File: config.mk
export PLATFORM = sky130hd
export DESIGN_NAME = submarine_game_engine
export DESIGN_NICKNAME = d
export VERILOG_FILES = /design/src/rtl/submarine_pkg.sv /design/src/rtl/submarine_board_mem.sv /design/src/rtl/submarine_game_engine.sv
export SDC_FILE = /design/constraint.sdc
export NUM_CORES = 1
export LEC_CHECK = 0
export ABC_AREA = 1
export CAP_MARGIN = 20
export CORE_ASPECT_RATIO = 0.5
export CORE_UTILIZATION = 39
export CTS_BUF_LIST = sky130_fd_sc_hd__clkbuf_4
export DETAILED_ROUTE_END_ITERATION = 8
export GPL_ROUTABILITY_DRIVEN = 0
export PLACE_DENSITY_LB_ADDON = 0.3
export SYNTH_ARGS = -nofsm -noshare
export SYNTH_HDL_FRONTEND = slang
export SYNTH_SLANG_ARGS = --single-unit
File: constraint.sdc
create_clock -name clk -period 16 [get_ports clk]
set_input_delay 4.8 -clock clk [delete_from_list [all_inputs] [get_ports clk]]
set_output_delay 4.8 -clock clk [all_outputs]
set_load 0.05 [all_outputs]
File: src/rtl/submarine_pkg.sv
// Shared types and helpers for the submarine game engine: FSM state encoding,
// default-configuration widths and the board coordinate range check.
package submarine_pkg;

    typedef enum logic [2:0] {
        ST_LOAD,
        ST_PLAY,
        ST_EXEC,
        ST_RESP,
        ST_DONE
    } state_t;

    localparam int DEF_WIDTH    = 6;
    localparam int DEF_HEIGHT   = 6;
    localparam int DEF_NUM_SUBS = 4;
    localparam int ID_W         = $clog2(DEF_NUM_SUBS + 1);
    localparam int CNT_W        = $clog2(DEF_WIDTH * DEF_HEIGHT + 1);

    function automatic logic coord_ok(input int unsigned cx, input int unsigned cy,
                                      input int unsigned w, input int unsigned h);
        return (cx < w) && (cy < h);
    endfunction

endpackage

File: src/rtl/submarine_board_mem.sv
// Board storage: one {sub id, shot bit} entry per cell, one shared write port,
// one combinational read port and a bulk clear of all shot bits for replay.
module submarine_board_mem #(
    parameter int DEPTH = 36,
    parameter int ID_W  = 3,
    localparam int AW   = (DEPTH > 1) ? $clog2(DEPTH) : 1
) (
    input  logic            clk,
    input  logic            rst,
    input  logic            we_id,
    input  logic            we_shot,
    input  logic            clr_shot,
    input  logic [AW-1:0]   waddr,
    input  logic [ID_W-1:0] wid,
    input  logic [AW-1:0]   raddr,
    output logic [ID_W-1:0] rid,
    output logic            rshot
);

    logic [ID_W-1:0] id_mem [DEPTH];
    logic [DEPTH-1:0] shot_mem;

    always_ff @(posedge clk or posedge rst) begin
        if (rst) begin
            for (int i = 0; i < DEPTH; i++) id_mem[i] <= '0;
            shot_mem <= '0;
        end else begin
            if (we_id) id_mem[waddr] <= wid;
            if (clr_shot)
                shot_mem <= '0;
            else if (we_shot)
                shot_mem[waddr] <= 1'b1;
        end
    end

    // Addresses past the last cell read back as unshot water.
    assign rid   = (int'(raddr) < DEPTH) ? id_mem[raddr] : '0;
    assign rshot = (int'(raddr) < DEPTH) ? shot_mem[raddr] : 1'b0;

endmodule

File: src/rtl/submarine_game_engine.sv
// Submarine game core: runtime-loaded board, per-sub hit bookkeeping and a
// three-cycle shot handshake (accept, classify, respond) with replay support.
module submarine_game_engine #(
    parameter int WIDTH    = 6,
    parameter int HEIGHT   = 6,
    parameter int NUM_SUBS = 4,
    parameter int COORD_W  = 3,
    localparam int ID_W    = $clog2(NUM_SUBS + 1),
    localparam int CNT_W   = $clog2(WIDTH * HEIGHT + 1)
) (
    input  logic               clk,
    input  logic               rst,
    input  logic               load_en,
    input  logic [COORD_W-1:0] load_x,
    input  logic [COORD_W-1:0] load_y,
    input  logic [ID_W-1:0]    load_id,
    input  logic               start,
    input  logic [COORD_W-1:0] x,
    input  logic [COORD_W-1:0] y,
    input  logic               cord_valid,
    output logic               busy,
    output logic               resp_valid,
    output logic               hit,
    output logic               sink,
    output logic [ID_W-1:0]    sink_id,
    output logic               repeat_shot,
    output logic               invalid,
    output logic               done,
    output logic [CNT_W-1:0]   shot_count
);
    import submarine_pkg::*;

    localparam int DEPTH = WIDTH * HEIGHT;
    localparam int AW    = (DEPTH > 1) ? $clog2(DEPTH) : 1;

    state_t             state;
    logic [COORD_W-1:0] cx_p0, cy_p0;
    logic [CNT_W-1:0]   sizes     [NUM_SUBS+1];
    logic [CNT_W-1:0]   remaining [NUM_SUBS+1];
    logic               res_hit_p1, res_sink_p1, res_rep_p1, res_inv_p1;
    logic [ID_W-1:0]    res_sid_p1;

    logic [AW-1:0]   mem_addr;
    logic [ID_W-1:0] cur_id;
    logic            cur_shot;
    logic            load_ok, load_wr, shot_ok, board_empty, all_sunk;

    function automatic logic [AW-1:0] cell_addr(input logic [COORD_W-1:0] cx,
                                                input logic [COORD_W-1:0] cy);
        return AW'(int'(cy) * WIDTH + int'(cx));
    endfunction

    assign mem_addr = (state == ST_LOAD) ? cell_addr(load_x, load_y) : cell_addr(cx_p0, cy_p0);
    assign load_ok  = coord_ok(32'(load_x), 32'(load_y), WIDTH, HEIGHT) && (int'(load_id) <= NUM_SUBS);
    assign load_wr  = (state == ST_LOAD) && load_en && !start && load_ok;
    assign shot_ok  = coord_ok(32'(cx_p0), 32'(cy_p0), WIDTH, HEIGHT);

    always_comb begin
        board_empty = 1'b1;
        all_sunk    = 1'b1;
        for (int i = 1; i <= NUM_SUBS; i++) begin
            if (sizes[i] != '0)     board_empty = 1'b0;
            if (remaining[i] != '0) all_sunk    = 1'b0;
        end
    end

    submarine_board_mem #(
        .DEPTH (DEPTH),
        .ID_W  (ID_W)
    ) u_board (
        .clk      (clk),
        .rst      (rst),
        .we_id    (load_wr),
        .we_shot  ((state == ST_EXEC) && shot_ok && !cur_shot),
        .clr_shot ((state == ST_DONE) && start),
        .waddr    (mem_addr),
        .wid      (load_id),
        .raddr    (mem_addr),
        .rid      (cur_id),
        .rshot    (cur_shot)
    );

    always_ff @(posedge clk or posedge rst) begin
        if (rst) begin
            state       <= ST_LOAD;
            cx_p0       <= '0;
            cy_p0       <= '0;
            shot_count  <= '0;
            for (int i = 0; i <= NUM_SUBS; i++) begin
                sizes[i]     <= '0;
                remaining[i] <= '0;
            end
            res_hit_p1  <= 1'b0;
            res_sink_p1 <= 1'b0;
            res_rep_p1  <= 1'b0;
            res_inv_p1  <= 1'b0;
            res_sid_p1  <= '0;
            busy        <= 1'b0;
            resp_valid  <= 1'b0;
            hit         <= 1'b0;
            sink        <= 1'b0;
            sink_id     <= '0;
            repeat_shot <= 1'b0;
            invalid     <= 1'b0;
            done        <= 1'b0;
        end else begin
            resp_valid  <= 1'b0;
            hit         <= 1'b0;
            sink        <= 1'b0;
            sink_id     <= '0;
            repeat_shot <= 1'b0;
            invalid     <= 1'b0;
            case (state)
                ST_LOAD: begin
                    if (start) begin
                        if (board_empty) begin
                            done  <= 1'b1;
                            state <= ST_DONE;
                        end else begin
                            remaining <= sizes;
                            state     <= ST_PLAY;
                        end
                    end else if (load_wr && (cur_id != load_id)) begin
                        // Rewriting a cell moves one unit of size from its old owner to the new one.
                        if (cur_id != '0)  sizes[cur_id]  <= sizes[cur_id] - CNT_W'(1);
                        if (load_id != '0) sizes[load_id] <= sizes[load_id] + CNT_W'(1);
                    end
                end
                // Stage p0: capture the request coordinates.
                ST_PLAY: begin
                    if (cord_valid) begin
                        cx_p0 <= x;
                        cy_p0 <= y;
                        busy  <= 1'b1;
                        state <= ST_EXEC;
                    end
                end
                // Stage p1: classify against the board and update bookkeeping.
                ST_EXEC: begin
                    res_hit_p1  <= 1'b0;
                    res_sink_p1 <= 1'b0;
                    res_rep_p1  <= 1'b0;
                    res_inv_p1  <= 1'b0;
                    res_sid_p1  <= '0;
                    if (!shot_ok) begin
                        res_inv_p1 <= 1'b1;
                    end else if (cur_shot) begin
                        res_rep_p1 <= 1'b1;
                    end else begin
                        if (shot_count != CNT_W'(DEPTH)) shot_count <= shot_count + CNT_W'(1);
                        if (cur_id != '0) begin
                            res_hit_p1 <= 1'b1;
                            if (remaining[cur_id] != '0)
                                remaining[cur_id] <= remaining[cur_id] - CNT_W'(1);
                            if (remaining[cur_id] == CNT_W'(1)) begin
                                res_sink_p1 <= 1'b1;
                                res_sid_p1  <= cur_id;
                            end
                        end
                    end
                    state <= ST_RESP;
                end
                // Stage p2: publish the result strobe.
                ST_RESP: begin
                    resp_valid  <= 1'b1;
                    hit         <= res_hit_p1;
                    sink        <= res_sink_p1;
                    sink_id     <= res_sid_p1;
                    repeat_shot <= res_rep_p1;
                    invalid     <= res_inv_p1;
                    busy        <= 1'b0;
                    if (all_sunk) begin
                        done  <= 1'b1;
                        state <= ST_DONE;
                    end else begin
                        state <= ST_PLAY;
                    end
                end
                ST_DONE: begin
                    if (start) begin
                        remaining  <= sizes;
                        shot_count <= '0;
                        done       <= 1'b0;
                        state      <= ST_PLAY;
                    end
                end
                default: state <= ST_LOAD;
            endcase
        end
    end

endmodule

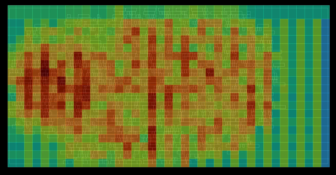
(images/congestion_map.png)
WL/cell: 16.2 um
met3 GRT Util: 3.85%

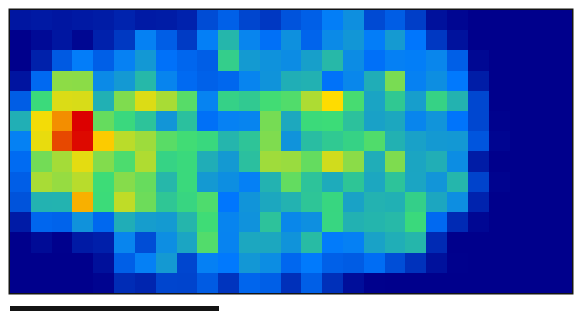
(images/route_heat.png)
Bar = 100 um. The die is cut into 27 by 14 equal tiles; dark blue is low, red is high, scaled to the fullest tile. Values are wire area over tile area, all layers added.
densest ninth of the die: middle left
fullest tile: 0.67
nearly empty tiles: 23%
tiles over half the peak: 15%
emptiest ninth of the die: lower right
mean over tiles: 0.18

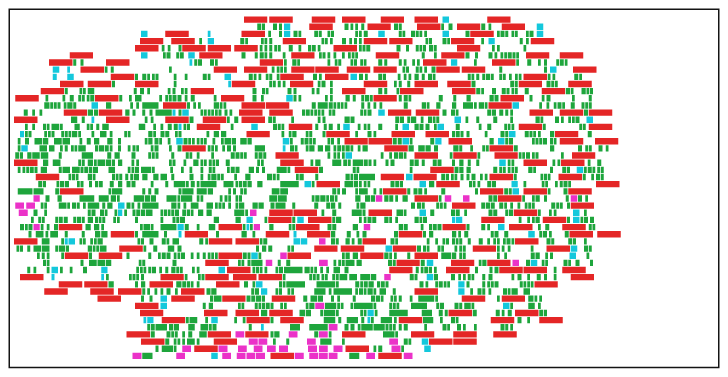
(images/class_map.png)
[registers] red | cells: 236
[clock drivers and dummy loads] cyan | cells: 101
[remaining buffers and delay cells] magenta | cells: 49
[remaining logic cells] green | cells: 1605

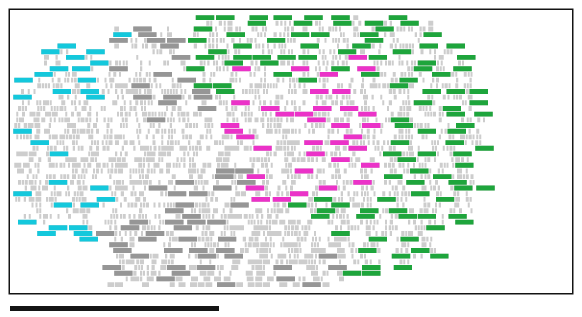
(images/ff_map.png)
Bar = 100 um.
[`u_board.shot_mem`] magenta | placed flops: 36
[`sizes`] cyan | placed flops: 30 | where: a vertical strip on the left
[`u_board.id_mem`] green | placed flops: 108

critical path, delay by kind of cell:
family / cells / cell delay, ns
buf+inv: 3 / 0.65
simple gates: 14 / 2.46
compound gates: 3 / 0.52
fa+ha+maj: 3 / 0.97
xor+xnor: 1 / 0.18
synthesized netlist by cell type (all sizes together) (5+ instances only):
master | n | area share, %
nor2 | 122 | 4.3
inv | 255 | 6.9
nand3b | 8 | 0.43
o21ai | 173 | 6.3
xnor2 | 7 | 0.55
nand2 | 682 | 19
nand3 | 162 | 6.8
dfrtp | 236 | 42
xor2 | 7 | 0.44
clkbuf | 31 | 0.84
clkinv | 5 | 0.14
nand4 | 14 | 0.67
ha | 17 | 1.5
nor4 | 8 | 0.36
a21oi | 61 | 2.2
a221oi | 12 | 0.76
buf | 39 | 2.0
nor3 | 5 | 0.18
o22ai | 30 | 1.3
a22oi | 13 | 0.70
state kept, by name, indices dropped and copies added (netlist names):
signal / count
u_board.id_mem: 108
u_board.shot_mem: 36
remaining: 30
sizes: 30
shot_count: 6
cx_p0: 3
cy_p0: 3
res_sid_p1: 3
sink_id: 3
state: 3
busy: 1
done: 1
hit: 1
invalid: 1
repeat_shot: 1
res_hit_p1: 1
res_inv_p1: 1
res_rep_p1: 1
res_sink_p1: 1
resp_valid: 1
sink: 1
stage by stage:
| step | cells | hold slack [ns] |
|---|---|---|
| floorplan | 1911 | 0.429 |
| global placement | 2365 | 0.365 |
| detailed placement | 2365 | 0.366 |
| CTS | 2466 | 0.380 |
| global route | 2467 | 0.389 |
| finish | 2467 | 0.376 |
kinds of logic after synthesis:
group,Yosys count
and+or+nand+nor,1004
buffers and inverters,330
AOI/OAI and AO/OA,304
DFF,236
adders and majority gates,21
xor gates and xnor gates,14
muxes,2
==> impl_metrics.yaml <==
# implementation run metrics
cts:
  clock-root-buffer: "clkbuf_4"
  cts-htree-levels: 2
  path_clk_slew_ns: 0.06
  clock_latency_ns: 0.73
  cts_tree: "yes"
  cts_buffer_depth: 3
  cts.sinks: 236
  cts_buffers: 59
synthesis:
  syn_area_per_cell_um2: 7.28
  ys_warn_count: 0
  syn_inst: 1911
  yosys_cells: 1911
  synth-edff-count: 0
  async_flop_share_pct: 100
  synthSimpleGateAreaFrac_pct: 32.2
  ff_type: "dfrtp_1"
  synthTopLogicFamily: "simple AND/OR/NAND/NOR gates"
  netlist_area_um2: 13900
  ys_area_um2: 13900
  ys_seq_share_pct: 42.4
  synth_xor_xnor_area_share_pct: 0.989
  numSynthFlops: 236
  aoi_share_pct: 12.2
floorplanning:
  taps: 475
  initial_utilization_pct: 40.0
  die_h_um: 136
  die-area_um2: 36500
final_timing:
  finalSetupTns_ns: 0
  drv_slew: 0
  fin_crit_ns: 9.00
  hold_viol: 0
  setup_viol: 0
  finalCritPeriodShare_pct: 56.2
final_layout:
  finish.instance_area_um2: 15300
  seq_share_pct: 38.7
  layout-drive-gt1-share_pct: 9.69
  fin_nets: 1992
  top_area_cell_class: "combinational gates"
  synthToLayoutAreaGrowth_pct: 9.77
  final_common_cell: "nand2_1"
  lay_top_cells: "650 x nand2_1, 241 x inv_1, 236 x dfrtp_1"
  nFillCells: 3631
  nNonClkBuffers: 49
  utilization_pct: 43.9
  clkCellAreaFrac_pct: 4.47
  nonClkBufAreaFrac_pct: 2.98
  n_antenna_cell: 1
placed_design:
  place_hpwl_um: 27400
  pre_cts_ws_ns: 6.35
global_routing:
  grtUsageTotal_pct: 22.3
  grt_max_degree: 113
  grt_pass1_wl_um: 65300
  antenna_found_initial: 2
worst_setup_path:
  crit_top_cell: "nand2_1"
  required_ns: 16.60
  r2r_start: "cy_p0[0]$_DFFE_PP0P_"
  crit_fanout: 20
  path_cells: "clkdlybuf4s50_1 -> ha_1 -> inv_1 -> fa_1 -> xor2_1 -> o21ai_2 -> nand2_2 -> nor2_2 -> nand2_1 -> nand2_1 -> nor2_1 -> nand2_1 -> nand2_2 -> nor2_2 -> nand2_1 -> nand3_1 -> nor2_1 -> inv_1 -> ha_1 -> nand2_1 -> o21ai_2 -> nand3_1 -> nand2_1 -> o21ai_1"
  worstSetupEndpointType: "flop"
  critPathLaunchType: "primary input"
  reg2regPathDepth: 26
  max_stage_delay_ns: 0.63
  path_class: "primary input to flop"
drt:
  drtPass1Iterations: 6
  dr_wl_met2_um: 17500
  vias_per_cell: 5.09
  drt_wl_total_um: 39900
worst_hold_path:
  min_to: "sizes[28]$_DFFE_PP0P_"
  min_path_type: "flop to flop"
run_status:
  status: "finished clean"
